===== src/rtl/writeback_unit.sv =====
// writeback_unit
//   Writeback stage of the microcoded RISC-V core. Takes completed ALU results
//   or load results, formats load data (byte/half/word, sign or zero extend),
//   and drives a one-cycle register-file write strobe. Stalls upstream (busy)
//   while a load is outstanding and exports the previous cycle's write so
//   consumers can bypass the register file's registered read.
//
// Ports
//   clk, rst            system clock, synchronous active-high reset
//   clk_enable          global enable; 0 freezes all state (reset still acts)
//   result_*            offered result (ALU data or load descriptor)
//   load_funct3/addr_low load type and byte offset, captured with the load
//   mem_rvalid/rdata    returning load data (raw aligned word)
//   busy                combinational stall, 1 while waiting for load data
//   reg_write_*         registered register-file write port
//   fwd_*               registered copy of the previous cycle's write
//
// state      | meaning
// S_IDLE     | accepting results; ALU results write next cycle
// S_WAIT_LOAD| load accepted, waiting for mem_rvalid; upstream stalled

module writeback_unit (
  input  logic        clk,
  input  logic        rst,
  input  logic        clk_enable,
  input  logic        result_valid,
  input  logic        result_is_load,
  input  logic [4:0]  result_rd,
  input  logic [31:0] result_data,
  input  logic [2:0]  load_funct3,
  input  logic [1:0]  load_addr_low,
  input  logic        mem_rvalid,
  input  logic [31:0] mem_rdata,
  output logic        busy,
  output logic        reg_write_enable,
  output logic [4:0]  reg_write_addr,
  output logic [31:0] reg_write_data,
  output logic        fwd_valid,
  output logic [4:0]  fwd_rd,
  output logic [31:0] fwd_data
);

  typedef enum logic {S_IDLE, S_WAIT_LOAD} state_t;

  state_t      state_q, state_d;
  logic [4:0]  ld_rd_q, ld_rd_d;
  logic [2:0]  ld_funct3_q, ld_funct3_d;
  logic [1:0]  ld_addr_q, ld_addr_d;
  logic        wen_q, wen_d;
  logic [4:0]  waddr_q, waddr_d;
  logic [31:0] wdata_q, wdata_d;
  logic        fwd_valid_q, fwd_valid_d;
  logic [4:0]  fwd_rd_q, fwd_rd_d;
  logic [31:0] fwd_data_q, fwd_data_d;

  logic [7:0]  ld_byte;
  logic [15:0] ld_half;
  logic [31:0] ld_value;

  // Load formatting uses the descriptor captured at acceptance, not the
  // live result_* inputs, which upstream may already have moved on.
  always_comb begin
    case (ld_addr_q)
      2'd0:    ld_byte = mem_rdata[7:0];
      2'd1:    ld_byte = mem_rdata[15:8];
      2'd2:    ld_byte = mem_rdata[23:16];
      default: ld_byte = mem_rdata[31:24];
    endcase
    ld_half = ld_addr_q[1] ? mem_rdata[31:16] : mem_rdata[15:0];
    case (ld_funct3_q)
      3'b000:  ld_value = {{24{ld_byte[7]}}, ld_byte};
      3'b001:  ld_value = {{16{ld_half[15]}}, ld_half};
      3'b100:  ld_value = {24'd0, ld_byte};
      3'b101:  ld_value = {16'd0, ld_half};
      default: ld_value = mem_rdata;  // LW and the unused encodings
    endcase
  end

  always_comb begin
    state_d     = state_q;
    ld_rd_d     = ld_rd_q;
    ld_funct3_d = ld_funct3_q;
    ld_addr_d   = ld_addr_q;
    wen_d       = wen_q;
    waddr_d     = waddr_q;
    wdata_d     = wdata_q;
    fwd_valid_d = fwd_valid_q;
    fwd_rd_d    = fwd_rd_q;
    fwd_data_d  = fwd_data_q;

    if (clk_enable) begin
      // The strobe already excludes rd=0, so it doubles as the forward valid.
      fwd_valid_d = wen_q;
      fwd_rd_d    = waddr_q;
      fwd_data_d  = wdata_q;
      wen_d       = 1'b0;

      case (state_q)
        S_IDLE: begin
          if (result_valid) begin
            if (result_is_load) begin
              ld_rd_d     = result_rd;
              ld_funct3_d = load_funct3;
              ld_addr_d   = load_addr_low;
              state_d     = S_WAIT_LOAD;
            end else begin
              wen_d   = (result_rd != 5'd0);
              waddr_d = result_rd;
              wdata_d = result_data;
            end
          end
        end
        S_WAIT_LOAD: begin
          if (mem_rvalid) begin
            wen_d   = (ld_rd_q != 5'd0);
            waddr_d = ld_rd_q;
            wdata_d = ld_value;
            state_d = S_IDLE;
          end
        end
        default: state_d = S_IDLE;
      endcase
    end
  end

  always_ff @(posedge clk) begin
    if (rst) begin
      state_q     <= S_IDLE;
      ld_rd_q     <= 5'd0;
      ld_funct3_q <= 3'd0;
      ld_addr_q   <= 2'd0;
      wen_q       <= 1'b0;
      waddr_q     <= 5'd0;
      wdata_q     <= 32'd0;
      fwd_valid_q <= 1'b0;
      fwd_rd_q    <= 5'd0;
      fwd_data_q  <= 32'd0;
    end else begin
      state_q     <= state_d;
      ld_rd_q     <= ld_rd_d;
      ld_funct3_q <= ld_funct3_d;
      ld_addr_q   <= ld_addr_d;
      wen_q       <= wen_d;
      waddr_q     <= waddr_d;
      wdata_q     <= wdata_d;
      fwd_valid_q <= fwd_valid_d;
      fwd_rd_q    <= fwd_rd_d;
      fwd_data_q  <= fwd_data_d;
    end
  end

  assign busy             = (state_q == S_WAIT_LOAD);
  assign reg_write_enable = wen_q;
  assign reg_write_addr   = waddr_q;
  assign reg_write_data   = wdata_q;
  assign fwd_valid        = fwd_valid_q;
  assign fwd_rd           = fwd_rd_q;
  assign fwd_data         = fwd_data_q;

endmodule


===== config.mk =====
export PLATFORM = sky130hd
export DESIGN_NAME = writeback_unit
export DESIGN_NICKNAME = d
export VERILOG_FILES = /design/src/rtl/writeback_unit.sv
export SDC_FILE = /design/constraint.sdc
export NUM_CORES = 1
export LEC_CHECK = 0
export CAP_MARGIN = 25
export CELL_PAD_IN_SITES_DETAIL_PLACEMENT = 0
export CELL_PAD_IN_SITES_GLOBAL_PLACEMENT = 2
export CORE_MARGIN = 8
export CORE_UTILIZATION = 28
export DETAILED_ROUTE_END_ITERATION = 12
export PLACE_DENSITY = 0.94
export SYNTH_ARGS = -nofsm -noshare
export SYNTH_HDL_FRONTEND = slang
export SYNTH_SLANG_ARGS = --single-unit
export TNS_END_PERCENT = 1

===== constraint.sdc =====
create_clock -name clk -period 3.3 [get_ports clk]
set_input_delay 0.495 -clock clk [delete_from_list [all_inputs] [get_ports clk]]
set_output_delay 0.495 -clock clk [all_outputs]
set_load 0.01 [all_outputs]

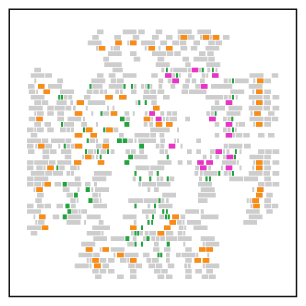
**Above:** gate-type map.
(2 px per um)
| color | family | cells |
|---|---|---|
| magenta | AND-OR and OR-AND gates | 18 |
| orange | multiplexers | 61 |
| green | NAND gates | 74 |

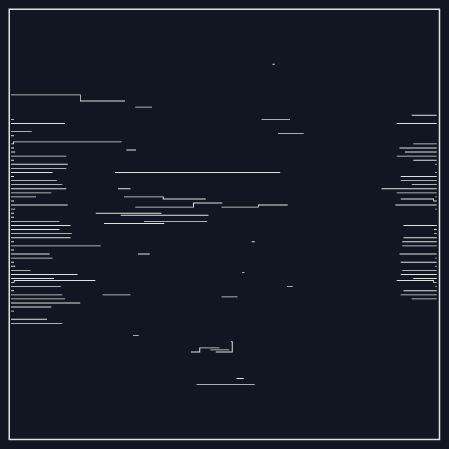
**Above:** the metal 3 layer.
(3 px per um)
longest straight run: 54.7 um
share of all routed wire: 8.0%
nets with wire on the layer: 98
Total Wirelength: 15,500 um
grt met3 use: 0.0501
via count: 4,247

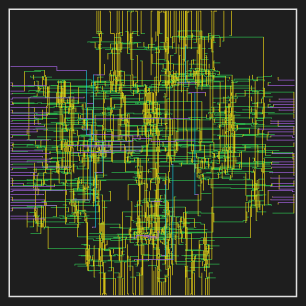
**Above:** routed metal, one color a layer.
(2 px per um)
| color | layer | wire length |
|---|---|---|
| cyan | met4 | 296 um |
| yellow | met2 | 7,160 um |
| purple | met3 | 1,240 um |
| green | met1 | 6,820 um |
All-Layer GR Usage: 0.154
post-DR wirelength/cell: 17.7 um

==> cells by family (layout without fill, tap and decap cells) <==
kind of cell	after synthesis	in the layout	share of synthesized area
and+or+nand+nor	188	188	0.197
AOI/OAI and AO/OA	121	121	0.213
DFF	87	87	0.386
muxes	61	61	0.137
buffers and inverters	60	201	0.0666
==> cell usage in the layout (no fill, tap or decap), types with 4 or more instances in the layout <==
cell type	instances
a311oi_1	7
o211ai_1	8
mux2_2	7
o21ai_0	4
nand3b_1	7
clkbuf_16	9
clkdlybuf4s50_1	154
dfxtp_1	86
a221oi_2	7
nor2_1	74
a21oi_1	18
nand2_1	57
o221ai_1	7
a21boi_0	16
nor2b_1	26
a311o_1	16
a221oi_1	4
buf_4	12
a211oi_1	5
inv_1	16
nand2b_1	8
o2111ai_1	7
mux2i_1	54
o21ai_1	17
==> metrics by stage <==
step	instance area (um^2)	power (W)	utilization
global route	6500	0.00276	0.411
detailed placement	6190	0.00160	0.391
finish	6500	0.00263	0.411
global placement	6180	0.00159	0.391
CTS	6500	0.00267	0.411
floorplan	4510	0.00136	-
==> per-layer routing <==
| layer | GRT usage | wire length (um) |
|---|---|---|
| met5 | 0 | 0 |
| met4 | 0.0570 | 295 |
| met3 | 0.0501 | 1240 |
| met2 | 0.248 | 7160 |
| met1 | 0.186 | 6820 |
==> state kept, by name (all words and copies together), names as in the netlist <==
| signal | cells |
|---|---|
| ld_addr_q | 2 |
| fwd_data | 32 |
| fwd_rd | 5 |
| reg_write_enable | 1 |
| busy | 1 |
| reg_write_data | 32 |
| ld_funct3_q | 3 |
| ld_rd_q | 5 |
| reg_write_addr | 5 |
| fwd_valid | 1 |
==> power by group <==
group	total, W	switching, W	internal (W)	leakage [nW]
logic	0.000445	0.000213	0.000232	1.46
registers	0.00112	0.0000349	0.00109	0.707
clock network	0.00106	0.000444	0.000613	0.154
total	0.00263	0.000692	0.00194	2.32
==> worst max path at each step <==
stage,startpoint,endpoint,cells past startpoint
2_1_floorplan,clk_enable,reg_write_data[10]$_SDFFE_PP0P_,7
3_3_place_gp,result_is_load,reg_write_data[6]$_SDFFE_PP0P_,6
3_5_place_dp,result_is_load,reg_write_data[1]$_SDFFE_PP0P_,6
4_1_cts,result_is_load,reg_write_data[1]$_SDFFE_PP0P_,6
5_1_grt,ld_addr_q[0]$_SDFFE_PP0P_,reg_write_data[5]$_SDFFE_PP0P_,5
6_report,result_is_load,reg_write_data[1]$_SDFFE_PP0P_,6
==> worst max-delay path, stage by stage <==
cell and delay [ns]:
clkdlybuf4s50_1 0.44, and4bb_4 0.39, or2_1 0.60, buf_4 0.32
nor2_1 0.05, a311oi_1 0.25
==> final cells by class <==
cell class / count / area, um^2
fillers: 1558 / 9330
clock buffers: 10 / 239
well taps: 216 / 270
inverters: 16 / 60.1
clock inverters: 6 / 66.3
multi-input cells: 370 / 2470
flip-flops and latches: 87 / 1740
repair buffers: 169 / 1650
==> out/results.tsv <==
stage	metric	value	unit
status	status	completed	
grt	initial antenna violation count	0	
placement	RePlAce Congestion	0.832	
drt	vias per std cell	4.86	
synthesis	post-synthesis sequential area ratio	0.386	
critical_path	Startpoint Class	input port	
final_timing	clock skew	0.00515	ns
synthesis	most common flop cell mapped by yosys	dfxtp_1	
critical_path	Worst Setup Path Type	input port to register	
clock_tree	Post-CTS Setup Repair Bufs	0	
clock_tree	CTS Hold Bufs	0	
floorplan	I/O pin cnt	157	
critical_path	reg2reg path depth	5	
synthesis	Post-synth top cells	dfxtp_1 (87), nor2_1 (74), nand2_1 (57)	
placement	Place WS	0.623	ns
grt	global route overflow	0	
synthesis	Syn Area/Cell	8.72	um^2
critical_path	Worst setup EP type	register	
floorplan	Initial Util	0.285	
synthesis	asr flop ratio synth	0	
grt	vias in the first global route	4434	
synthesis	YS chip area	4510	um^2
critical_path	CP Max Fanout	20	
clock_tree	CTS Buf Count	9	
final_timing	fin crit period	2.31	ns
critical_path	RR Startpoint	ld_addr_q[0]$_SDFFE_PP0P_	
critical_path	reg2reg end	reg_write_data[6]$_SDFFE_PP0P_	
critical_path	Worst Path Arrival	2.56	ns
floorplan	Site Rows	46	
synthesis	cell type with the largest total area	dfxtp_1	
synthesis	top-count cell post-synth	dfxtp_1	
final_layout	fin nets	733	
grt	largest net degree at the start of global routing	66	
clock_tree	clock root buffer	clkbuf_16	
floorplan	Chip Area	20400	um^2
final_timing	WHS	0.468	ns
synthesis	Synth Instances	517	
power_and_ir_drop	Peak VDD IR	0.000224	V
power_and_ir_drop	PD cells	404	nW/um^2
final_timing	Final Hold Fails	0	
hold_path	hold crit path type	register to register	
final_timing	Setup violations, final	0	
hold_path	hold path endpoint	reg_write_data[20]$_SDFFE_PP0P_	
final_layout	share of cells above drive strength 1	0.0790	
placement	# placed instances	858	
final_timing	final setup margin	0.994	ns
synthesis	Yosys Instances	517	
grt	first-pass GRT wire length	24400	um
run	MaxCap Viol Count	0	
final_layout	Final Non-Filler Cells	874	
drt	Post-DRT Antenna Nets	0	
final_timing	Max Clk Rate	0.434	GHz
clock_tree	CTS sink count	87	
hold_path	hold depth	2	
final_timing	Final period util	0.699	
drt	Pre-Repair DR Iteration Count	4	
drt	Residual DRC	0	
clock_tree	clk_lat worst skew	0.34	ns
floorplan	core area	15800	um^2
synthesis	Mapped Area	4510	um^2
final_layout	Syn-to-layout area delta	44.1	%
synthesis	Cell variety after synth	42	
placement	dpl hpwl	11700	um
synthesis	Mapped Nets	597	
synthesis	Yosys top cell area share	0.386	
placement	Port Buf Inserts	156	
hold_path	Hold Crit Start	reg_write_data[20]$_SDFFE_PP0P_	
synthesis	total number of yosys warnings	0	
clock_tree	CTS max path bufs	2	
Power figures rest on the tool's default switching activity, not on a simulated workload.
